### config.mk
export PLATFORM = sky130hd
export DESIGN_NAME = ntt_io_sequencer_flat
export DESIGN_NICKNAME = d
export VERILOG_FILES = /design/src/rtl/ntt_io_sequencer_if.sv /design/src/rtl/ntt_io_sequencer.sv /design/src/flat_wrapper.sv
export SDC_FILE = /design/constraint.sdc
export NUM_CORES = 1
export LEC_CHECK = 0
export CAP_MARGIN = 20
export CELL_PAD_IN_SITES_DETAIL_PLACEMENT = 1
export CELL_PAD_IN_SITES_GLOBAL_PLACEMENT = 1
export CORE_MARGIN = 4
export CORE_UTILIZATION = 32
export DETAILED_ROUTE_END_ITERATION = 12
export MAX_ROUTING_LAYER = met4
export PLACE_DENSITY_LB_ADDON = 0.1
export SLEW_MARGIN = 20
export SYNTH_ARGS = -nofsm -noshare
export SYNTH_HDL_FRONTEND = slang
export SYNTH_SLANG_ARGS = --single-unit
export TNS_END_PERCENT = 100
### constraint.sdc
create_clock -name clk -period 3.5 [get_ports clk]
set_clock_uncertainty 0.15 [all_clocks]
set_input_delay 0.7 -clock clk [delete_from_list [all_inputs] [get_ports clk]]
set_output_delay 0.7 -clock clk [all_outputs]
set_load 0.005 [all_outputs]
### src/rtl/ntt_io_sequencer_if.sv
// Bundle of the stream and PU-side signals of the NTT I/O sequencer.
// master = sequencer side, slave = stream source/sink and PU side.
interface ntt_io_sequencer_if #(
  parameter int N = 17,
  parameter int D = 16
);
  logic           s_valid;
  logic           s_ready;
  logic [N-1:0]   s_data;
  logic           s_inv;
  logic           m_valid;
  logic           m_ready;
  logic [N-1:0]   m_data;
  logic           m_last;
  logic [D*N-1:0] pu_a;
  logic           pu_inv;
  logic           pu_start;
  logic [D*N-1:0] pu_an;

  modport master (
    input  s_valid, s_data, s_inv, m_ready, pu_an,
    output s_ready, m_valid, m_data, m_last, pu_a, pu_inv, pu_start
  );

  modport slave (
    output s_valid, s_data, s_inv, m_ready, pu_an,
    input  s_ready, m_valid, m_data, m_last, pu_a, pu_inv, pu_start
  );
endinterface

### src/rtl/ntt_io_sequencer.sv
// Serial-to-parallel loader, fixed-latency PU wait and parallel-to-serial
// drainer for one transform block of D coefficients at a time.
module ntt_io_sequencer #(
  parameter int N   = 17,
  parameter int D   = 16,
  parameter int LAT = 5
) (
  input  logic                  clk,
  input  logic                  rst,
  ntt_io_sequencer_if.master    io,
  output logic                  busy
);
  localparam int DW = $clog2(D);
  localparam int LW = (LAT > 1) ? $clog2(LAT) : 1;
  localparam logic [DW-1:0] LAST_IDX = DW'(D - 1);
  localparam logic [LW-1:0] RUN_LAST = LW'(LAT - 1);

  typedef enum logic [1:0] {LOAD = 2'd0, RUN = 2'd1, DRAIN = 2'd2} state_t;

  state_t         state_r, state_nx_s;
  logic [DW-1:0]  beat_r, slot_r, slot_nx_s;
  logic [LW-1:0]  run_cnt_r;
  logic [D*N-1:0] pu_a_r, out_buf_r;
  logic [N-1:0]   m_data_r;
  logic           s_ready_r, m_valid_r, m_last_r, pu_inv_r, pu_start_r, busy_r;
  logic           accept_s, handshake_s;

  assign slot_nx_s   = slot_r + DW'(1);
  assign io.s_ready  = s_ready_r;
  assign io.m_valid  = m_valid_r;
  assign io.m_data   = m_data_r;
  assign io.m_last   = m_last_r;
  assign io.pu_a     = pu_a_r;
  assign io.pu_inv   = pu_inv_r;
  assign io.pu_start = pu_start_r;
  assign busy        = busy_r;

  // FSM state register
  always_ff @(posedge clk or negedge rst) begin
    if (!rst) state_r <= LOAD;
    else      state_r <= state_nx_s;
  end

  // Next-state decode and handshake qualification
  always_comb begin
    state_nx_s  = state_r;
    accept_s    = 1'b0;
    handshake_s = 1'b0;
    case (state_r)
      LOAD: begin
        accept_s = io.s_valid && s_ready_r;
        if (accept_s && (beat_r == LAST_IDX)) state_nx_s = RUN;
        else                                  state_nx_s = LOAD;
      end
      RUN: begin
        if (run_cnt_r == RUN_LAST) state_nx_s = DRAIN;
        else                       state_nx_s = RUN;
      end
      DRAIN: begin
        handshake_s = m_valid_r && io.m_ready;
        if (handshake_s && (slot_r == LAST_IDX)) state_nx_s = LOAD;
        else                                     state_nx_s = DRAIN;
      end
      default: state_nx_s = LOAD;
    endcase
  end

  // Datapath, counters and registered outputs
  always_ff @(posedge clk or negedge rst) begin
    if (!rst) begin
      beat_r     <= {DW{1'b0}};
      slot_r     <= {DW{1'b0}};
      run_cnt_r  <= {LW{1'b0}};
      pu_a_r     <= {(D*N){1'b0}};
      out_buf_r  <= {(D*N){1'b0}};
      m_data_r   <= {N{1'b0}};
      s_ready_r  <= 1'b0;
      m_valid_r  <= 1'b0;
      m_last_r   <= 1'b0;
      pu_inv_r   <= 1'b0;
      pu_start_r <= 1'b0;
      busy_r     <= 1'b0;
    end else begin
      // Flags are registered copies of the state being entered.
      s_ready_r  <= (state_nx_s == LOAD);
      m_valid_r  <= (state_nx_s == DRAIN);
      busy_r     <= (state_nx_s != LOAD);
      pu_start_r <= (state_r == LOAD) && (state_nx_s == RUN);
      case (state_r)
        LOAD: begin
          run_cnt_r <= {LW{1'b0}};
          if (accept_s) begin
            pu_a_r[int'(beat_r)*N +: N] <= io.s_data;
            if (beat_r == {DW{1'b0}}) pu_inv_r <= io.s_inv;
            if (beat_r == LAST_IDX) beat_r <= {DW{1'b0}};
            else                    beat_r <= beat_r + DW'(1);
          end
        end
        RUN: begin
          if (run_cnt_r == RUN_LAST) begin
            out_buf_r <= io.pu_an;
            m_data_r  <= io.pu_an[N-1:0];
            m_last_r  <= (LAST_IDX == {DW{1'b0}});
            slot_r    <= {DW{1'b0}};
            run_cnt_r <= {LW{1'b0}};
          end else begin
            run_cnt_r <= run_cnt_r + LW'(1);
          end
        end
        DRAIN: begin
          if (handshake_s) begin
            if (slot_r == LAST_IDX) begin
              slot_r   <= {DW{1'b0}};
              m_last_r <= 1'b0;
              m_data_r <= {N{1'b0}};
            end else begin
              slot_r   <= slot_nx_s;
              m_data_r <= out_buf_r[int'(slot_nx_s)*N +: N];
              m_last_r <= (slot_nx_s == LAST_IDX);
            end
          end
        end
        default: begin
          beat_r <= {DW{1'b0}};
          slot_r <= {DW{1'b0}};
        end
      endcase
    end
  end
endmodule

### src/flat_wrapper.sv
// flat-port wrapper written by rule: the top's interface ports become plain ports
module ntt_io_sequencer_flat 
#(
  parameter int N   = 17,
  parameter int D   = 16,
  parameter int LAT = 5
)
  (clk, rst, busy, io_s_valid, io_s_data, io_s_inv, io_m_ready, io_pu_an, io_s_ready, io_m_valid, io_m_data, io_m_last, io_pu_a, io_pu_inv, io_pu_start);
  ntt_io_sequencer_if #(.N(N), .D(D)) io_i ();
  input  logic clk;
  input  logic rst;
  output logic busy;
  input wire logic [$bits(io_i.s_valid)-1:0] io_s_valid;
  input wire logic [$bits(io_i.s_data)-1:0] io_s_data;
  input wire logic [$bits(io_i.s_inv)-1:0] io_s_inv;
  input wire logic [$bits(io_i.m_ready)-1:0] io_m_ready;
  input wire logic [$bits(io_i.pu_an)-1:0] io_pu_an;
  output wire logic [$bits(io_i.s_ready)-1:0] io_s_ready;
  output wire logic [$bits(io_i.m_valid)-1:0] io_m_valid;
  output wire logic [$bits(io_i.m_data)-1:0] io_m_data;
  output wire logic [$bits(io_i.m_last)-1:0] io_m_last;
  output wire logic [$bits(io_i.pu_a)-1:0] io_pu_a;
  output wire logic [$bits(io_i.pu_inv)-1:0] io_pu_inv;
  output wire logic [$bits(io_i.pu_start)-1:0] io_pu_start;
  assign io_i.s_valid = io_s_valid;
  assign io_i.s_data = io_s_data;
  assign io_i.s_inv = io_s_inv;
  assign io_i.m_ready = io_m_ready;
  assign io_i.pu_an = io_pu_an;
  assign io_s_ready = io_i.s_ready;
  assign io_m_valid = io_i.m_valid;
  assign io_m_data = io_i.m_data;
  assign io_m_last = io_i.m_last;
  assign io_pu_a = io_i.pu_a;
  assign io_pu_inv = io_i.pu_inv;
  assign io_pu_start = io_i.pu_start;
  ntt_io_sequencer #(.N(N), .D(D), .LAT(LAT)) u_core (.clk(clk), .rst(rst), .io(io_i), .busy(busy));
endmodule
==> metrics.sh <==
PLACEMENT_ROWS=101
DIE_W_UM=285
DOMINANTREGCELLSYNTH='sky130_fd_sc_hd__dfrtp_1'
CRITPATHTOPFAMILY='adder cells'
SIMPLE_GATE_AREA_SHARE_PCT=4.03
NNONCLKINVERTERS=10
DP_SLACK_NS=0.430
SYNTHDISTINCTLIBCELLS=51
SETUP.WORST_PATH.END_CLASS='register'
FINAL-INSTANCE-COUNT-EXCL-FILL=3303
SETUP.WORST_PATH.START='u_core.slot_r[0]$_DFFE_PN0P_'
DRCVIOLATIONCOUNT=0
GRT_MAX_DEGREE=93
FINAL.CLKBUF_COUNT=102
RELSLEWSLACK_PCT=44.7
YOSYS-TOP-CELLS-COUNT='580 x sky130_fd_sc_hd__dfrtp_1, 545 x sky130_fd_sc_hd__mux2_2, 68 x sky130_fd_sc_hd__mux4_2'
INITIAL_UTILIZATION_PCT=32.3
TOPCELLSBYAREA='sky130_fd_sc_hd__dfrtp_1 59%, sky130_fd_sc_hd__mux2_2 25%, sky130_fd_sc_hd__mux4_2 6.2%'
POST_CTS_BUFFERS=0
REG2REG_DEPTH=7
POWER.GROUP.TOP='registers'
MULTIPLEXER_SHARE_PCT=31.3
WORST-ENDPOINT-REQUIRED_NS=3.82
P_SWITCHING_mW=7.30
GLOBALROUTETOTALUTIL_PCT=20.9
CLK_SHARE_PCT=6.45
SYNTH-WARNING-COUNT=0
STATIC-LEAKAGE-POWER_nW=15.8
YS_ASYNC_SR_FRACTION_PCT=100
NUMBER_OF_BUFFERS_ADDED_BY_THE_CLOCK_TREE_SYNTHESIS_STEP=68
CRITICAL_PATH_BUF_INV_COUNT=3
NETLIST.TOP_CELL.BY_AREA='sky130_fd_sc_hd__dfrtp_1'
POSTSYNTHCELLCOUNT=1559
DIE_HEIGHT_UM=285
MAXCAPVIOLATIONS=0
LOGIC_GATES=880
TIMING.CRITICAL_PATH.SLOWEST_CELL_DELAY_NS=0.63
N_TAP_CELL=1030
CRIT_CHAIN='inv_1 -> ha_4 -> buf_12 -> mux4_2 -> a211oi_1 -> buf_4 -> o31ai_1'
HOLD_VIOL_FINAL=0
SYNTH_NETS=1866
VIAS_PER_INSTANCE=4.87
SEQ_SHARE_SYNTH_PCT=59.1
POST_SYNTH_XOR_AREA_FRACTION_PCT=0.107
GRT_PASS1_VIAS=18171
POST-ROUTE-WORST-SETUP-SLACK_NS=0.648
LAYOUT_TOP_CELL_EXCL_FILL_TAP='sky130_fd_sc_hd__clkdlybuf4s50_1'
SWITCHING_SHARE_PCT=30.8
SETUP-VIOLATIONS-FINAL=0
ROUTE.MET3.WL_UM=6240
SYNTH.COMB.LARGEST_FAMILY='multiplexers'
CTS-RESIZED-GATES=0
FLOP-COUNT=580
WIRE_LENGTH_THE_DETAILED_ROUTER_PLACED_ON_MET1_UM=32100
PLACE_CONGESTION=0.791
LOGIC_CELL_AREA_UM2=9630
SH_SEQ_AREA_PCT=42.3
YOSYS.AREA_SHARE.ADDER_PCT=0.662
TIMING.SETUP.CRITICAL_PATH_CLASS='register to register'
OUTCOME='complete, no violations'
CP-START-KIND='register'
POSTCTSHOLDBUFS=1
DETAILED_ROUTED_WIRE_LENGTH_ON_MET2_UM=43300
POST_ROUTE_CELLS_DRIVE_ABOVE_1_SHARE_PCT=36.0
DIE_AREA_UM2=81300
DR.FIRST_ITER.DRC_COUNT=522
CRIT_PATH_TOP_DELAY_CELL='sky130_fd_sc_hd__ha_4'
POWER.DENSITY_CELL_AREA_nW_PER_UM2=692
TIGHTEST_SLEW_NS=0.830
COMB_POWER_mW=7.80
DETAIL-ROUTE-ANTENNA-NETS=0
SIGNAL_BUFFER_AREA_FRACTION_PCT=19.0
CTS.ROOT.BUFFER_CELL='sky130_fd_sc_hd__clkbuf_16'
SYNTH_TOP_CELL_BY_COUNT='sky130_fd_sc_hd__dfrtp_1'
DETAIL_ROUTE.FIRST_PASS.ITERATIONS=4
SYNTH_AREA_UM2=24600
CRITICAL_HOLD_PATH_STARTPOINT='u_core.io.m_last$_DFFE_PN0P_'
POST-DP-HPWL_UM=62300
FILLERS=7586
MIN-DELAY-PATH-CLASS='register to register'
CP.DEPTH=7
TIMING.CRITICAL_PATH.FANOUT_MAX=35
DIODES=36
EDF_COUNT=0
TRITONCTS='built'
CTS_MAX_PATH_BUFFERS=3
## cells by family (layout without fill, tap and decap cells)
kind of cell,count (synthesis),after routing
compound gates,94,94
xor+xnor,3,3
fa+ha+maj,13,13
buf+inv,99,777
flops,580,580
mux,615,615
other cells,0,36
simple gates,155,155
## metrics by stage
step	hold WS [ns]	power [mW]	area, um^2	utilization, %
2_1_floorplan	0.254	11.9	24600	-
3_3_place_gp	0.327	16.8	32000	42.0
3_5_place_dp	0.334	16.9	32000	42.0
4_1_cts	0.348	24.2	34200	44.9
5_1_grt	0.363	24.9	34300	45.1
6_report	0.340	23.7	34300	45.1
==> images/final_congestion.png <==
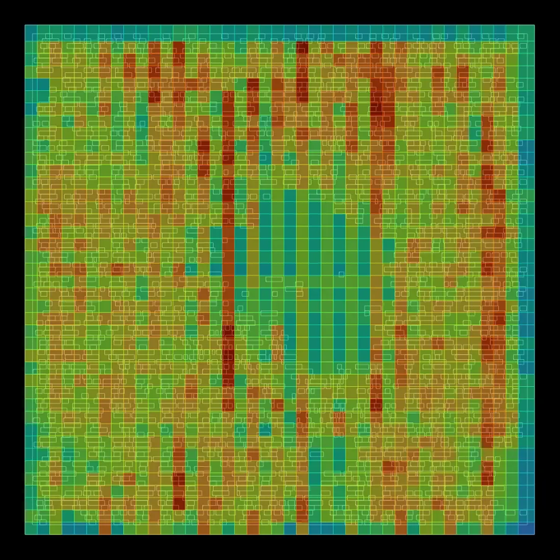
met2 GRT Util: 35.9%
most crowded layer after global routing: met2
met1 capacity usage during global routing: 23.4%

==> images/port_nets.png <==
Bar = 100 um.
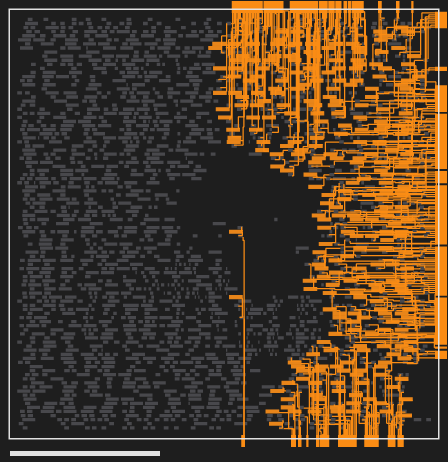
`io_pu_a`: shown in orange, direction output, edge 137 right, 87 top, 48 bottom, end cells 272, buffers 272, wire 15100 um.
port bufs: 588
boundary pin count: 589

==> images/clock_map.png <==
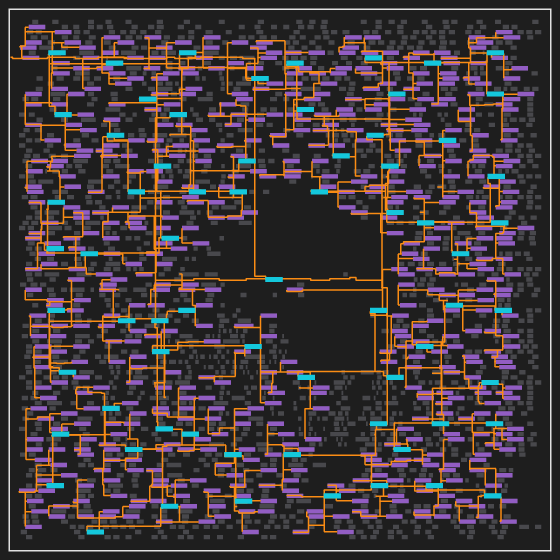
cells driving clock nets: shown in cyan, count 68. flip-flops: shown in purple, count 580. clock wires: shown in orange, length 8410 um.
Position of the flops: all over the die. There are 69 routed clock nets.
total clock network power: 7.08 mW
clock network fraction of total power: 29.9%

==> images/met1.png <==
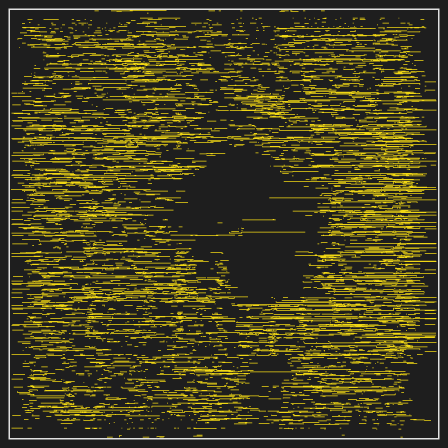
The layer holds 38% of the routed length. 2235 nets have wire on it. The layer carries 32.1 mm of wire. The longest straight run is 70.8 um.
total wirelength of the detailed-routed design: 83800 um
via count: 16077

==> images/registers.png <==
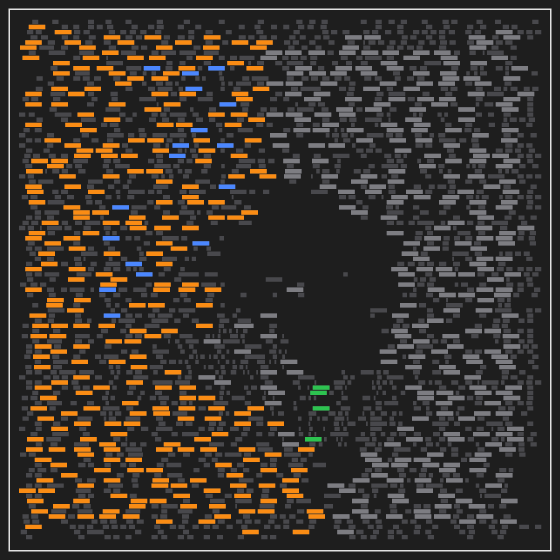
`u_core.io.m_data`: shown in blue, placed flops 17. `u_core.out_buf_r`: shown in orange, placed flops 272. `u_core.beat_r`: shown in green, placed flops 4, where bottom middle.
Another 287 sequential cells are not coloured.
area of all sequential standard cells: 14500 um^2
power in sequential cells: 8.83 mW

Power figures rest on the tool's default switching activity, not on a simulated workload.
